==> run_1/m1.png <==
Supply wires on this layer in gray.
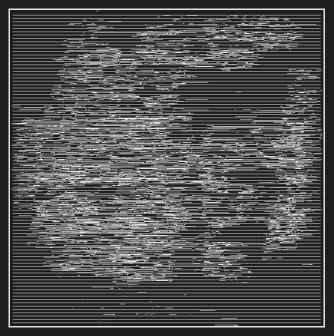
==> run_1/m2.png <==
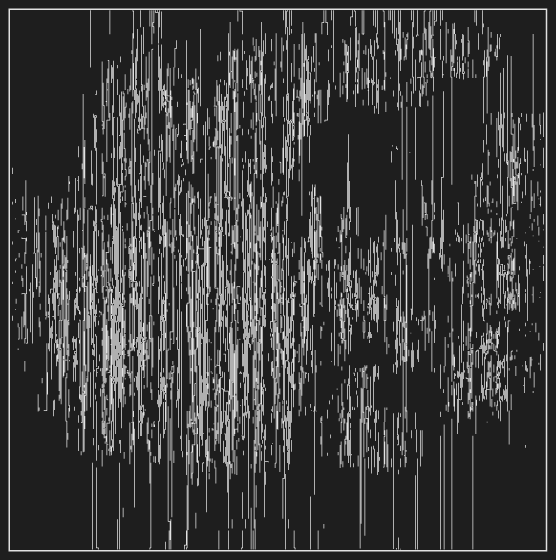
==> run_1/m3.png <==
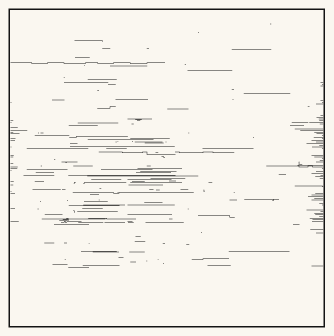
==> run_1/m4.png <==
The bar under the picture is 100 microns long. Supply wires on this layer in gray. Cells faint in the background.
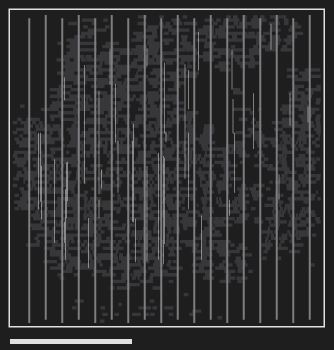
## src/rtl/dtlb_assoc.sv

```systemverilog
// rtl/dtlb_assoc.sv - fully-associative data TLB with round-robin replacement, flush,
// per-thread fault capture and saturating hit/miss counters
module dtlb_assoc #(
  parameter int VADDR_W   = 32,
  parameter int PADDR_W   = 20,
  parameter int PAGE_W    = 12,
  parameter int N_ENTRIES = 8,
  parameter int N_THREADS = 4,
  parameter int CNT_W     = 16
) (
  input  logic                          clk,
  input  logic                          rst,
  input  logic                          mode,
  input  logic                          req_valid,
  input  logic                          req_mem,
  input  logic [$clog2(N_THREADS)-1:0]  req_thread,
  input  logic [VADDR_W-1:0]            vaddr,
  output logic [PADDR_W-1:0]            paddr,
  output logic                          miss,
  input  logic                          write_en,
  input  logic [VADDR_W-PAGE_W-1:0]     write_vpn,
  input  logic [PADDR_W-PAGE_W-1:0]     write_ppn,
  input  logic                          flush,
  input  logic                          cnt_clr,
  input  logic [$clog2(N_THREADS)-1:0]  fault_thread,
  output logic [VADDR_W-1:0]            fault_vaddr,
  output logic [CNT_W-1:0]              hit_count,
  output logic [CNT_W-1:0]              miss_count
);
  localparam int VPN_W = VADDR_W - PAGE_W;
  localparam int PPN_W = PADDR_W - PAGE_W;
  localparam int PTR_W = $clog2(N_ENTRIES);

  logic [N_ENTRIES-1:0] valid;
  logic [VPN_W-1:0]     vpn_q [N_ENTRIES];
  logic [PPN_W-1:0]     ppn_q [N_ENTRIES];
  logic [PTR_W-1:0]     ptr;
  logic [VADDR_W-1:0]   fault_q [N_THREADS];
  logic [CNT_W-1:0]     hit_q;
  logic [CNT_W-1:0]     miss_q;

  logic [N_ENTRIES-1:0] match;
  logic [PPN_W-1:0]     hit_ppn;
  logic                 active;
  logic                 lookup_hit;
  logic                 lookup_miss;
  logic                 upd_hit;
  logic [PTR_W-1:0]     upd_idx;
  logic                 free_any;
  logic [PTR_W-1:0]     free_idx;
  logic [PTR_W-1:0]     widx;

  // The write rule keeps VPNs unique, so an OR of masked PPNs is a valid one-hot mux.
  always_comb begin
    hit_ppn = '0;
    for (int i = 0; i < N_ENTRIES; i++) begin
      match[i] = valid[i] && (vpn_q[i] == vaddr[VADDR_W-1:PAGE_W]);
      if (match[i]) hit_ppn = hit_ppn | ppn_q[i];
    end
  end

  assign active      = req_valid && req_mem;
  assign lookup_hit  = active && !mode && (|match);
  assign lookup_miss = active && !mode && !(|match);
  assign paddr       = mode ? vaddr[PADDR_W-1:0] : {hit_ppn, vaddr[PAGE_W-1:0]};
  assign miss        = lookup_miss;
  assign fault_vaddr = fault_q[fault_thread];
  assign hit_count   = hit_q;
  assign miss_count  = miss_q;

  always_comb begin
    upd_hit  = 1'b0;
    upd_idx  = '0;
    free_any = 1'b0;
    free_idx = '0;
    for (int i = 0; i < N_ENTRIES; i++) begin
      if (valid[i] && (vpn_q[i] == write_vpn)) begin
        upd_hit = 1'b1;
        upd_idx = PTR_W'(i);
      end
    end
    // Scan downwards so the lowest invalid index is the one left standing.
    for (int i = N_ENTRIES - 1; i >= 0; i--) begin
      if (!valid[i]) begin
        free_any = 1'b1;
        free_idx = PTR_W'(i);
      end
    end
  end

  assign widx = upd_hit ? upd_idx : (free_any ? free_idx : ptr);

  always_ff @(posedge clk) begin
    if (rst && write_en && !flush) begin
      vpn_q[widx] <= write_vpn;
      ppn_q[widx] <= write_ppn;
    end
  end

  always_ff @(posedge clk or negedge rst) begin
    if (!rst) begin
      valid <= '0;
      ptr   <= '0;
    end else if (flush) begin
      valid <= '0;
      ptr   <= '0;
    end else if (write_en && !upd_hit) begin
      if (free_any) valid[free_idx] <= 1'b1;
      else          ptr <= ptr + 1'b1;
    end
  end

  always_ff @(posedge clk or negedge rst) begin
    if (!rst) begin
      for (int t = 0; t < N_THREADS; t++) fault_q[t] <= '0;
    end else if (lookup_miss) begin
      fault_q[req_thread] <= vaddr;
    end
  end

  always_ff @(posedge clk or negedge rst) begin
    if (!rst) begin
      hit_q  <= '0;
      miss_q <= '0;
    end else if (cnt_clr) begin
      hit_q  <= '0;
      miss_q <= '0;
    end else begin
      if (lookup_hit && (hit_q != '1))   hit_q  <= hit_q + 1'b1;
      if (lookup_miss && (miss_q != '1)) miss_q <= miss_q + 1'b1;
    end
  end
endmodule
```

## config.mk

```make
export PLATFORM = sky130hd
export DESIGN_NAME = dtlb_assoc
export DESIGN_NICKNAME = d
export VERILOG_FILES = /design/src/rtl/dtlb_assoc.sv
export SDC_FILE = /design/constraint.sdc
export NUM_CORES = 1
export LEC_CHECK = 0
export CORE_AREA = 2 2 256 258
export DETAILED_ROUTE_END_ITERATION = 10
export DIE_AREA = 0 0 258 260
export PLACE_DENSITY = 0.55
export SYNTH_ARGS = -nofsm -noshare
export SYNTH_HDL_FRONTEND = slang
export SYNTH_SLANG_ARGS = --single-unit
```

## constraint.sdc

```tcl
create_clock -name clk -period 5.4 [get_ports clk]
set_input_delay 1.35 -clock clk [delete_from_list [all_inputs] [get_ports clk]]
set_output_delay 1.35 -clock clk [all_outputs]
set_load 0.05 [all_outputs]
```

==> reports/results.txt, run 1 <==
status -> completed
antenna-violating nets left -> 0
Finished Layout Cells -> 2,508
top flop regs -> vpn_q (160), fault_q (128), ppn_q (64)
Clock Tree Buf Depth -> 3
CP Cell Sequence -> clkdlybuf4s50_1 > buf_4 > xnor2_1 > nand4_1 > nor4_4 > buf_12 > a22o_1 > a221oi_1 > nand3_1 > mux2_2 > buf_12
Tot Pwr -> 7.97 mW
Finished Core Util -> 38.1%
cell count after synthesis -> 1,366
initial antenna violation count -> 0
area post-placement -> 22,900 sq um
clk slew on worst S/H paths -> 0.06 ns
most frequent cell after synthesis -> edfxtp_1
I/O pin cnt -> 157
power per cell area -> 326 nW/um^2
Non-clock buffering overhead -> 12.7%
Top Layer Used -> met4
WHS Endpoint -> fault_q[97]
mux frac, synth -> 12.5%
crit end category -> output pin
drt first pass iters -> 5
Comb/total area -> 31.7%
Seq/total area -> 45.0%
TNS Setup -> 0 ns
synthesized net count -> 1,441
Clock Power Share -> 39.1%
vias in the first global route -> 13,000
Critical Path End -> paddr[18]
flip-flops with a built-in enable -> 224
main flop type -> edfxtp_1
met1 usage -> 22.6%
Flops after synth -> 395
Commonest cells post-synth -> edfxtp_1, xnor2_1, dfrtp_1
CTS tree -> built
Port Buffers -> 156
Adder Share, Synth -> 0.196%
yosys warning tally -> 0
Slew headroom -> 40.3%
critical path depth in cells -> 11
met3 wire length -> 3210 microns
RSZ-0062 raised after global routing -> true
Hold Crit Class -> reg2reg
layout cells sized above 1 -> 24.9%
final clock skew -> 0.0292 ns
critical path fanouts, max -> 11
final instance area -> 24,400 sq um
DRT iter0 DRCs -> 1,008
DRT met1 WL -> 24,900 microns
tally of filler cells in the layout -> 6,017
PnR worst setup slack -> 0.0279 ns
yosys cell count -> 1,366
Largest area class, layout -> flip-flops and latches
Leak -> 8.91 nW
Reg area -> 11,000 sq um
required time of the critical path -> 4.05 ns
Top pwr grp -> sequential cells
TritonCTS Buffers -> 45
Comb pwr share -> 16.4%
die width -> 258 microns
Comb group -> 1.31 mW
Reg with most FFs -> vpn_q
setup bufs post-CTS -> 0
Top non-seq family -> XOR/XNOR gates
Placer Congestion -> 0.879
Max Freq -> 186 MHz
# Taps -> 855
Post-synth seq share -> 57.3%
Buffers, non-clock -> 291
clock root buffer -> clkbuf_16
Log Warnings -> 27
critical path launch point type -> primary input
Post-CTS Hold Buffers -> 0
Final nets -> 1,691
Initial Util -> 29.9%
Back to the opening pictures, m1.png:
longest straight run: 115 microns
wire length on this layer: 24.9 mm
nets with wire on the layer: 1,553
main direction: horizontal

Back to the opening pictures, m2.png:
nets with wire on the layer: 1,521
longest straight run: 91.1 microns
share of all routed wire: 48%

Back to the opening pictures, m3.png:
wire length on this layer: 3,210 microns
main direction: horizontal
nets with wire on the layer: 157

Back to the opening pictures, m4.png:
nets with wire on the layer: 24
main direction: vertical
longest straight run: 97.2 microns
share of all routed wire: 3.2%
via count: 12,400
drt total wl: 58,100 microns

--- run 2 (diff from run 1) ---
--- a/config.mk
+++ b/config.mk
@@ -9,4 +9,5 @@
 export DETAILED_ROUTE_END_ITERATION = 10
 export DIE_AREA = 0 0 258 260
+export GPL_TIMING_DRIVEN = 0
 export PLACE_DENSITY = 0.55
 export SYNTH_ARGS = -nofsm -noshare
==> constraint.sdc (replaced) <==
create_clock -name clk -period 5.4 [get_ports clk]
set_input_delay 1.08 -clock clk [delete_from_list [all_inputs] [get_ports clk]]
set_output_delay 1.08 -clock clk [all_outputs]
set_load 0.05 [all_outputs]
==> run 2 against run 1 <==
Combinational power about the same. Non-clock buffer count decreased by 19. Sequential share of layout area increased by 1.0 points. Largest cell class unchanged. Critical endpoint unchanged.
==> reports/results.txt, run 2 <==
antenna-violating nets left -> 0 (unchanged)
CTS tree -> built
critical path depth in cells -> 11 (unchanged)
Commonest cells post-synth -> edfxtp_1, xnor2_1, dfrtp_1
clock root buffer -> clkbuf_16
Finished Core Util -> 37.3% (-0.85 points)
power per cell area -> 330 nW/um^2 (+1.2%)
# Taps -> 855 (unchanged)
Hold Crit Class -> in2async
RSZ-0062 raised after global routing -> false
Largest area class, layout -> flip-flops and latches
Non-clock buffering overhead -> 10.4% (-2.2 points)
critical path fanouts, max -> 10 (-1)
setup bufs post-CTS -> 13 (+13)
Top pwr grp -> sequential cells
synthesized net count -> 1,441 (unchanged)
Top Layer Used -> met5
CP Cell Sequence -> clkdlybuf4s50_1 > buf_6 > xor2_1 > nor4_2 > nand3_1 > nor4_4 > buf_4 > a22oi_1 > nand3_1 > mux2_2 > clkdlybuf4s15_2
die width -> 258 microns (unchanged)
cell count after synthesis -> 1,366 (unchanged)
required time of the critical path -> 4.32 ns (+0.27 ns)
Slew headroom -> 27.7% (-13 points)
drt first pass iters -> 5 (unchanged)
clk slew on worst S/H paths -> 0.06 ns (about the same)
top flop regs -> vpn_q (160), fault_q (128), ppn_q (64)
met1 usage -> 24.5% (+2.0 points)
fin. max-slew vios -> 0
Port Buffers -> 153 (-1.9%)
most frequent cell after synthesis -> edfxtp_1
Comb pwr share -> 16.2% (-0.2 points)
Buffers, non-clock -> 272 (-6.5%)
Clock Power Share -> 38.8% (-0.3 points)
Post-synth seq share -> 57.3% (unchanged)
vias in the first global route -> 12,900 (-0.93%)
tally of filler cells in the layout -> 6,081 (+1.1%)
flip-flops with a built-in enable -> 224 (unchanged)
Flops after synth -> 395 (unchanged)
Top non-seq family -> XOR/XNOR gates
Comb/total area -> 32.7% (+0.96 points)
area post-placement -> 22,100 sq um (-3.6%)
PnR worst setup slack -> 0.0438 ns (+0.0160 ns)
layout cells sized above 1 -> 22.9% (-1.9 points)
Final nets -> 1,672 (-1.1%)
critical path launch point type -> primary input
I/O pin cnt -> 157 (unchanged)
Initial Util -> 29.9% (unchanged)
Post-CTS Hold Buffers -> 0 (unchanged)
initial antenna violation count -> 3 (+3)
Comb group -> 1.28 mW (about the same)
Critical Path End -> paddr[18]
met3 wire length -> 4140 microns (+29%)
crit end category -> output pin
Max Freq -> 187 MHz (+0.30%)
Leak -> 8.62 nW (-3.3%)
status -> completed
DRT met1 WL -> 25,800 microns (+3.6%)
Placer Congestion -> 0.942 (+7.2%)
TNS Setup -> 0 ns (unchanged)
Reg with most FFs -> vpn_q
DRT iter0 DRCs -> 1,302 (+29%)
Seq/total area -> 46.1% (+1.0 points)
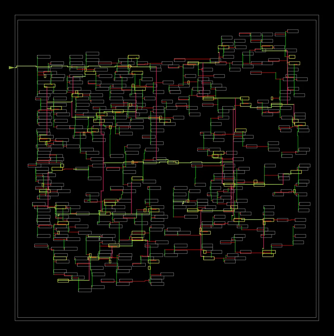
(run_2/clock_nets.png)
clk sinks: 395
final clock skew: 0.0324 ns
clock group power: 3.06 mW
clock latency at the later pin of the worst-skew pair: 0.59 ns

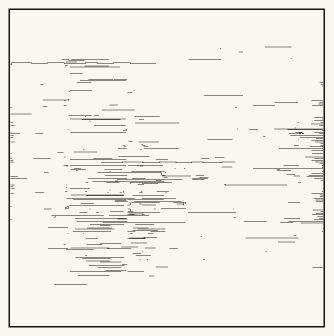
(run_2/m3.png)
nets with wire on the layer: 224
longest straight run: 67.6 microns
wire length on this layer: 4,140 microns
share of all routed wire: 6.9%
routing usage on met3: 2.73%
drt total wl: 60,000 microns
via count: 12,500

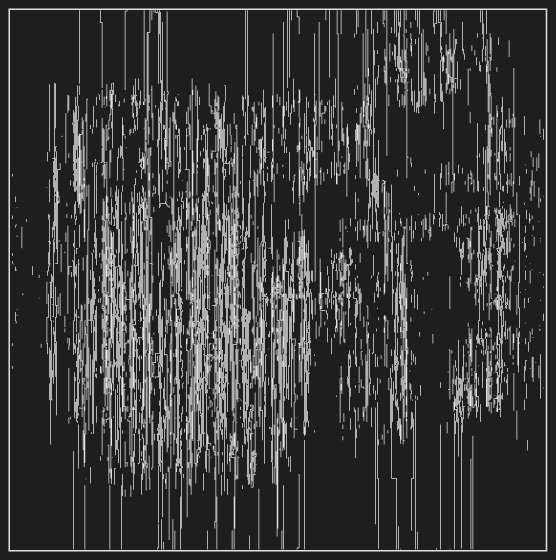
(run_2/m2.png)
GR Util met2: 28.8%

Power and IR drop assume default switching activity.
